===== config.mk =====
export PLATFORM = sky130hd
export DESIGN_NAME = math_round_sequencer_flat
export DESIGN_NICKNAME = d
export VERILOG_FILES = /design/src/rtl/math_round_sequencer_if.sv /design/src/rtl/math_round_sequencer.sv /design/src/flat_wrapper.sv
export SDC_FILE = /design/constraint.sdc
export NUM_CORES = 1
export LEC_CHECK = 0
export CORE_MARGIN = 4
export CORE_UTILIZATION = 49
export CTS_CLUSTER_DIAMETER = 30
export DETAILED_ROUTE_END_ITERATION = 16
export MAX_ROUTING_LAYER = met4
export PLACE_DENSITY = 0.76
export RECOVER_POWER = 50
export SETUP_SLACK_MARGIN = 0.2
export SYNTH_ARGS = -nofsm -noshare
export SYNTH_HDL_FRONTEND = slang
export SYNTH_SLANG_ARGS = --single-unit

===== constraint.sdc =====
create_clock -name clk -period 3.4 [get_ports clk]
set_clock_uncertainty 0.05 [all_clocks]
set_input_delay 0.51 -clock clk [delete_from_list [all_inputs] [get_ports clk]]
set_output_delay 0.51 -clock clk [all_outputs]
set_load 0.005 [all_outputs]

===== src/rtl/math_round_sequencer_if.sv =====
// Handshake/bus bundle between the math-game round sequencer and its surroundings
// (buttons, operand/answer load registers, display logic).
interface math_round_sequencer_if #(
  parameter int DATA_W  = 4,
  parameter int SCORE_W = 4,
  parameter int ROUND_W = 3
);
  logic               start;
  logic               enter;
  logic [DATA_W-1:0]  a_q;
  logic [DATA_W-1:0]  b_q;
  logic [DATA_W-1:0]  ans_q;
  logic               load_a;
  logic               load_b;
  logic               load_ans;
  logic               result_valid;
  logic               correct;
  logic               timed_out;
  logic [SCORE_W-1:0] score;
  logic [ROUND_W-1:0] round;
  logic               busy;
  logic               game_over;

  modport master (
    output start, enter, a_q, b_q, ans_q,
    input  load_a, load_b, load_ans, result_valid, correct, timed_out,
           score, round, busy, game_over
  );

  modport slave (
    input  start, enter, a_q, b_q, ans_q,
    output load_a, load_b, load_ans, result_valid, correct, timed_out,
           score, round, busy, game_over
  );
endinterface


===== src/rtl/math_round_sequencer.sv =====
// Round controller for the math game: sequences operand/answer loads, checks answers,
// keeps score and round count. Optional answer timer enabled by ROUND_TIMEOUT_EN.
module math_round_sequencer #(
  parameter int DATA_W      = 4,
  parameter int SCORE_W     = 4,
  parameter int ROUNDS      = 8,
  parameter int ROUND_W     = 3,
  parameter int RESULT_CYC  = 50,
  parameter int TIMEOUT_CYC = 1000
) (
  input logic                  clk,
  input logic                  rst,
  math_round_sequencer_if.slave bus
);

  typedef enum logic [2:0] {
    S_IDLE, S_LOAD_A, S_LOAD_B, S_WAIT_ANS, S_LOAD_ANS, S_CHECK, S_RESULT, S_DONE
  } state_e;

  localparam int RES_W = (RESULT_CYC > 1) ? $clog2(RESULT_CYC) : 1;
  localparam int TMR_W = (TIMEOUT_CYC > 1) ? $clog2(TIMEOUT_CYC) : 1;

  state_e             state_q, state_d;
  logic [RES_W-1:0]   res_cnt_q, res_cnt_d;
  logic [ROUND_W-1:0] round_q, round_d;
  logic [SCORE_W-1:0] score_q, score_d;
  logic               correct_q, correct_d;
  logic               timed_out_q, timed_out_d;
  logic               load_a_q, load_a_d;
  logic               load_b_q, load_b_d;
  logic               load_ans_q, load_ans_d;
  logic               result_valid_q, result_valid_d;
  logic               busy_q, busy_d;
  logic               game_over_q, game_over_d;
  logic [DATA_W-1:0]  sum_s;
  logic               expired_s;

  // The sum truncates to DATA_W bits, giving the mod 2**DATA_W answer rule.
  assign sum_s = bus.a_q + bus.b_q;

`ifdef ROUND_TIMEOUT_EN
  logic [TMR_W-1:0] tmr_q, tmr_d;

  // Answer timer: cleared on the way into WAIT_ANS, counts while waiting.
  always_comb begin
    tmr_d = tmr_q;
    if (state_q == S_LOAD_B) begin
      tmr_d = '0;
    end else if (state_q == S_WAIT_ANS && !expired_s) begin
      tmr_d = tmr_q + {{(TMR_W-1){1'b0}}, 1'b1};
    end else begin
      tmr_d = tmr_q;
    end
  end

  assign expired_s = (tmr_q == TMR_W'(TIMEOUT_CYC - 1));

  // Timer register.
  always_ff @(posedge clk) begin
    if (!rst) begin
      tmr_q <= '0;
    end else begin
      tmr_q <= tmr_d;
    end
  end
`else
  logic [TMR_W-1:0] unused_tmr_s;
  assign unused_tmr_s = TMR_W'(TIMEOUT_CYC - 1);
  assign expired_s    = 1'b0;
`endif

  // Next-state and next-value logic; outputs are decoded from the next state so they register cleanly.
  always_comb begin
    state_d     = state_q;
    res_cnt_d   = res_cnt_q;
    round_d     = round_q;
    score_d     = score_q;
    correct_d   = correct_q;
    timed_out_d = timed_out_q;
    case (state_q)
      S_IDLE, S_DONE: begin
        if (bus.start) begin
          state_d     = S_LOAD_A;
          score_d     = '0;
          round_d     = '0;
          correct_d   = 1'b0;
          timed_out_d = 1'b0;
        end else begin
          state_d = state_q;
        end
      end
      S_LOAD_A:   state_d = S_LOAD_B;
      S_LOAD_B:   state_d = S_WAIT_ANS;
      S_WAIT_ANS: begin
        // enter has priority over an expiry in the same cycle
        if (bus.enter) begin
          state_d = S_LOAD_ANS;
        end else if (expired_s) begin
          state_d     = S_RESULT;
          res_cnt_d   = '0;
          timed_out_d = 1'b1;
          correct_d   = 1'b0;
        end else begin
          state_d = S_WAIT_ANS;
        end
      end
      S_LOAD_ANS: state_d = S_CHECK;
      S_CHECK: begin
        correct_d   = (sum_s == bus.ans_q);
        timed_out_d = 1'b0;
        if ((sum_s == bus.ans_q) && (score_q != {SCORE_W{1'b1}})) begin
          score_d = score_q + {{(SCORE_W-1){1'b0}}, 1'b1};
        end else begin
          score_d = score_q;
        end
        res_cnt_d = '0;
        state_d   = S_RESULT;
      end
      S_RESULT: begin
        if (res_cnt_q == RES_W'(RESULT_CYC - 1)) begin
          if (round_q == ROUND_W'(ROUNDS - 1)) begin
            state_d = S_DONE;
          end else begin
            round_d = round_q + {{(ROUND_W-1){1'b0}}, 1'b1};
            state_d = S_LOAD_A;
          end
        end else begin
          res_cnt_d = res_cnt_q + {{(RES_W-1){1'b0}}, 1'b1};
        end
      end
      default: state_d = S_IDLE;
    endcase

    load_a_d       = (state_d == S_LOAD_A);
    load_b_d       = (state_d == S_LOAD_B);
    load_ans_d     = (state_d == S_LOAD_ANS);
    result_valid_d = (state_d == S_RESULT);
    game_over_d    = (state_d == S_DONE);
    busy_d         = (state_d != S_IDLE) && (state_d != S_DONE);
  end

  // State and registered outputs; reset aborts any round and suppresses strobes.
  always_ff @(posedge clk) begin
    if (!rst) begin
      state_q        <= S_IDLE;
      res_cnt_q      <= '0;
      round_q        <= '0;
      score_q        <= '0;
      correct_q      <= 1'b0;
      timed_out_q    <= 1'b0;
      load_a_q       <= 1'b0;
      load_b_q       <= 1'b0;
      load_ans_q     <= 1'b0;
      result_valid_q <= 1'b0;
      busy_q         <= 1'b0;
      game_over_q    <= 1'b0;
    end else begin
      state_q        <= state_d;
      res_cnt_q      <= res_cnt_d;
      round_q        <= round_d;
      score_q        <= score_d;
      correct_q      <= correct_d;
      timed_out_q    <= timed_out_d;
      load_a_q       <= load_a_d;
      load_b_q       <= load_b_d;
      load_ans_q     <= load_ans_d;
      result_valid_q <= result_valid_d;
      busy_q         <= busy_d;
      game_over_q    <= game_over_d;
    end
  end

  assign bus.load_a       = load_a_q;
  assign bus.load_b       = load_b_q;
  assign bus.load_ans     = load_ans_q;
  assign bus.result_valid = result_valid_q;
  assign bus.correct      = correct_q;
  assign bus.timed_out    = timed_out_q;
  assign bus.score        = score_q;
  assign bus.round        = round_q;
  assign bus.busy         = busy_q;
  assign bus.game_over    = game_over_q;

endmodule

===== src/flat_wrapper.sv =====
// flat-port wrapper written by rule: the top's interface ports become plain ports
module math_round_sequencer_flat 
#(
  parameter int DATA_W      = 4,
  parameter int SCORE_W     = 4,
  parameter int ROUNDS      = 8,
  parameter int ROUND_W     = 3,
  parameter int RESULT_CYC  = 50,
  parameter int TIMEOUT_CYC = 1000
)
  (clk, rst, bus_start, bus_enter, bus_a_q, bus_b_q, bus_ans_q, bus_load_a, bus_load_b, bus_load_ans, bus_result_valid, bus_correct, bus_timed_out, bus_score, bus_round, bus_busy, bus_game_over);
  math_round_sequencer_if #(.DATA_W(DATA_W), .SCORE_W(SCORE_W), .ROUND_W(ROUND_W)) bus_i ();
  input logic clk;
  input logic rst;
  input wire logic [$bits(bus_i.start)-1:0] bus_start;
  input wire logic [$bits(bus_i.enter)-1:0] bus_enter;
  input wire logic [$bits(bus_i.a_q)-1:0] bus_a_q;
  input wire logic [$bits(bus_i.b_q)-1:0] bus_b_q;
  input wire logic [$bits(bus_i.ans_q)-1:0] bus_ans_q;
  output wire logic [$bits(bus_i.load_a)-1:0] bus_load_a;
  output wire logic [$bits(bus_i.load_b)-1:0] bus_load_b;
  output wire logic [$bits(bus_i.load_ans)-1:0] bus_load_ans;
  output wire logic [$bits(bus_i.result_valid)-1:0] bus_result_valid;
  output wire logic [$bits(bus_i.correct)-1:0] bus_correct;
  output wire logic [$bits(bus_i.timed_out)-1:0] bus_timed_out;
  output wire logic [$bits(bus_i.score)-1:0] bus_score;
  output wire logic [$bits(bus_i.round)-1:0] bus_round;
  output wire logic [$bits(bus_i.busy)-1:0] bus_busy;
  output wire logic [$bits(bus_i.game_over)-1:0] bus_game_over;
  assign bus_i.start = bus_start;
  assign bus_i.enter = bus_enter;
  assign bus_i.a_q = bus_a_q;
  assign bus_i.b_q = bus_b_q;
  assign bus_i.ans_q = bus_ans_q;
  assign bus_load_a = bus_i.load_a;
  assign bus_load_b = bus_i.load_b;
  assign bus_load_ans = bus_i.load_ans;
  assign bus_result_valid = bus_i.result_valid;
  assign bus_correct = bus_i.correct;
  assign bus_timed_out = bus_i.timed_out;
  assign bus_score = bus_i.score;
  assign bus_round = bus_i.round;
  assign bus_busy = bus_i.busy;
  assign bus_game_over = bus_i.game_over;
  math_round_sequencer #(.DATA_W(DATA_W), .SCORE_W(SCORE_W), .ROUNDS(ROUNDS), .ROUND_W(ROUND_W), .RESULT_CYC(RESULT_CYC), .TIMEOUT_CYC(TIMEOUT_CYC)) u_core (.clk(clk), .rst(rst), .bus(bus_i));
endmodule

sizes.png
Bar = 20 um.
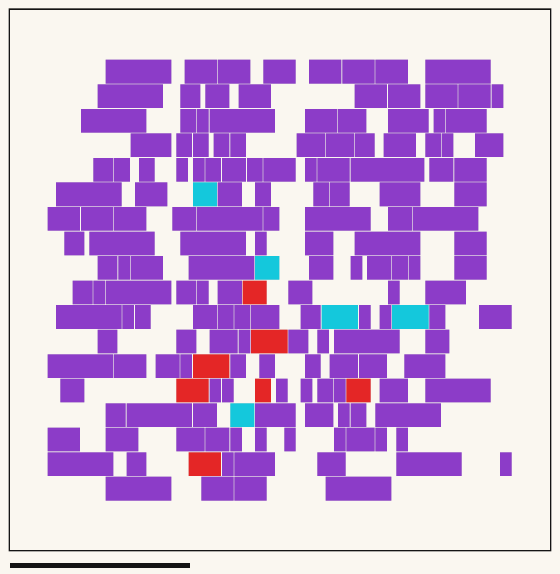
colour	size	cells	share
purple	_0 and _1 cells	164	93%
red	_2 cells	7	4.0%
cyan	_3 and _4 cells	5	2.8%

==> results.json <==
{
  "maxCapViolations": 0,
  "core.rowCount": 18,
  "nClkBuffers": 3,
  "grt_overflow": 0,
  "min_path_type": "reg -> reg",
  "ff2ff_setup_slack_ns": 1.16,
  "hp-start": "u_core.bus.correct",
  "slew_headroom_pct": 63.9,
  "powerDensity_mw_per_mm2": 340,
  "fin_util_pct": 64.3,
  "status": "finished, final reports clean",
  "fillers": 216,
  "cp.depth": 9,
  "pg_seq_uw": 298,
  "drive_gt1_share_pct": 6.82,
  "edf_count": 0,
  "warning_count": 27,
  "fin_tns_setup_ns": 0,
  "hold_buffers": 0,
  "rsz0062_at_grt": "false",
  "yosys-top-cells-count": "dfxtp_1, nand2_1, nor2_1",
  "fmax_mhz": 344,
  "flop_area_sq_um": 460,
  "fin_crit_sh_pct": 85.4,
  "endpoint": "u_core.bus.score[3]",
  "n_all_buffers": 29,
  "grt_usage_pct": 16.9,
  "seq_cells": 23,
  "via_count": 1150,
  "yosys-stat-area_sq_mm": 0.00132,
  "seq_power_share_pct": 54.0,
  "stdcell_area_sq_mm": 0.00162,
  "drt-initial-drc-count": 17,
  "hpwl_mm": 2.13,
  "viasPerCell": 5.58,
  "cts_tree": "done",
  "highest_layer": "met4",
  "rr_startpoint": "u_core.state_q[0]",
  "wire_per_inst_um": 12.9,
  "setup_ws_ns": 0.495,
  "setup_viol": 0,
  "gp_congestion": 0.804,
  "grt_max_degree": 16,
  "crit_type": "in -> reg",
  "fp_util_pct": 52.3,
  "syn_area_per_cell_sq_um": 8.91,
  "crit_arrival_ns": 3.11
}
clk_routes.png
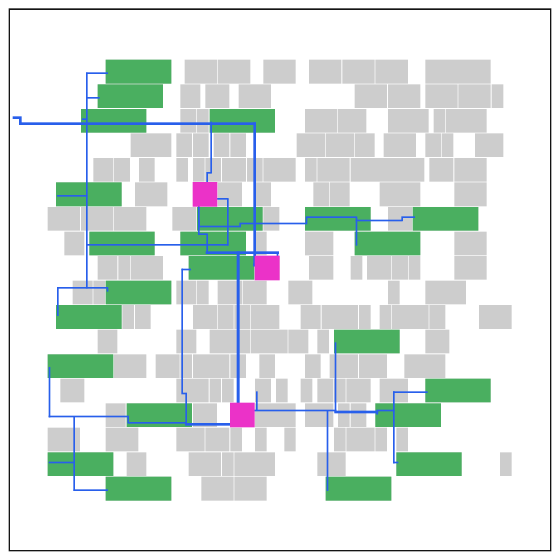
[blue] clock wires | length: 286 um
[magenta] clock drivers | count: 3
[green] flip-flops | count: 23
flops lie	spread over the die
Clock Power Share: 23.2%
Power Clock: 128 uW
clock latency on the worst-skew pair: 0.31 ns

No activity file was given, so power comes from the tool's default toggle rates.
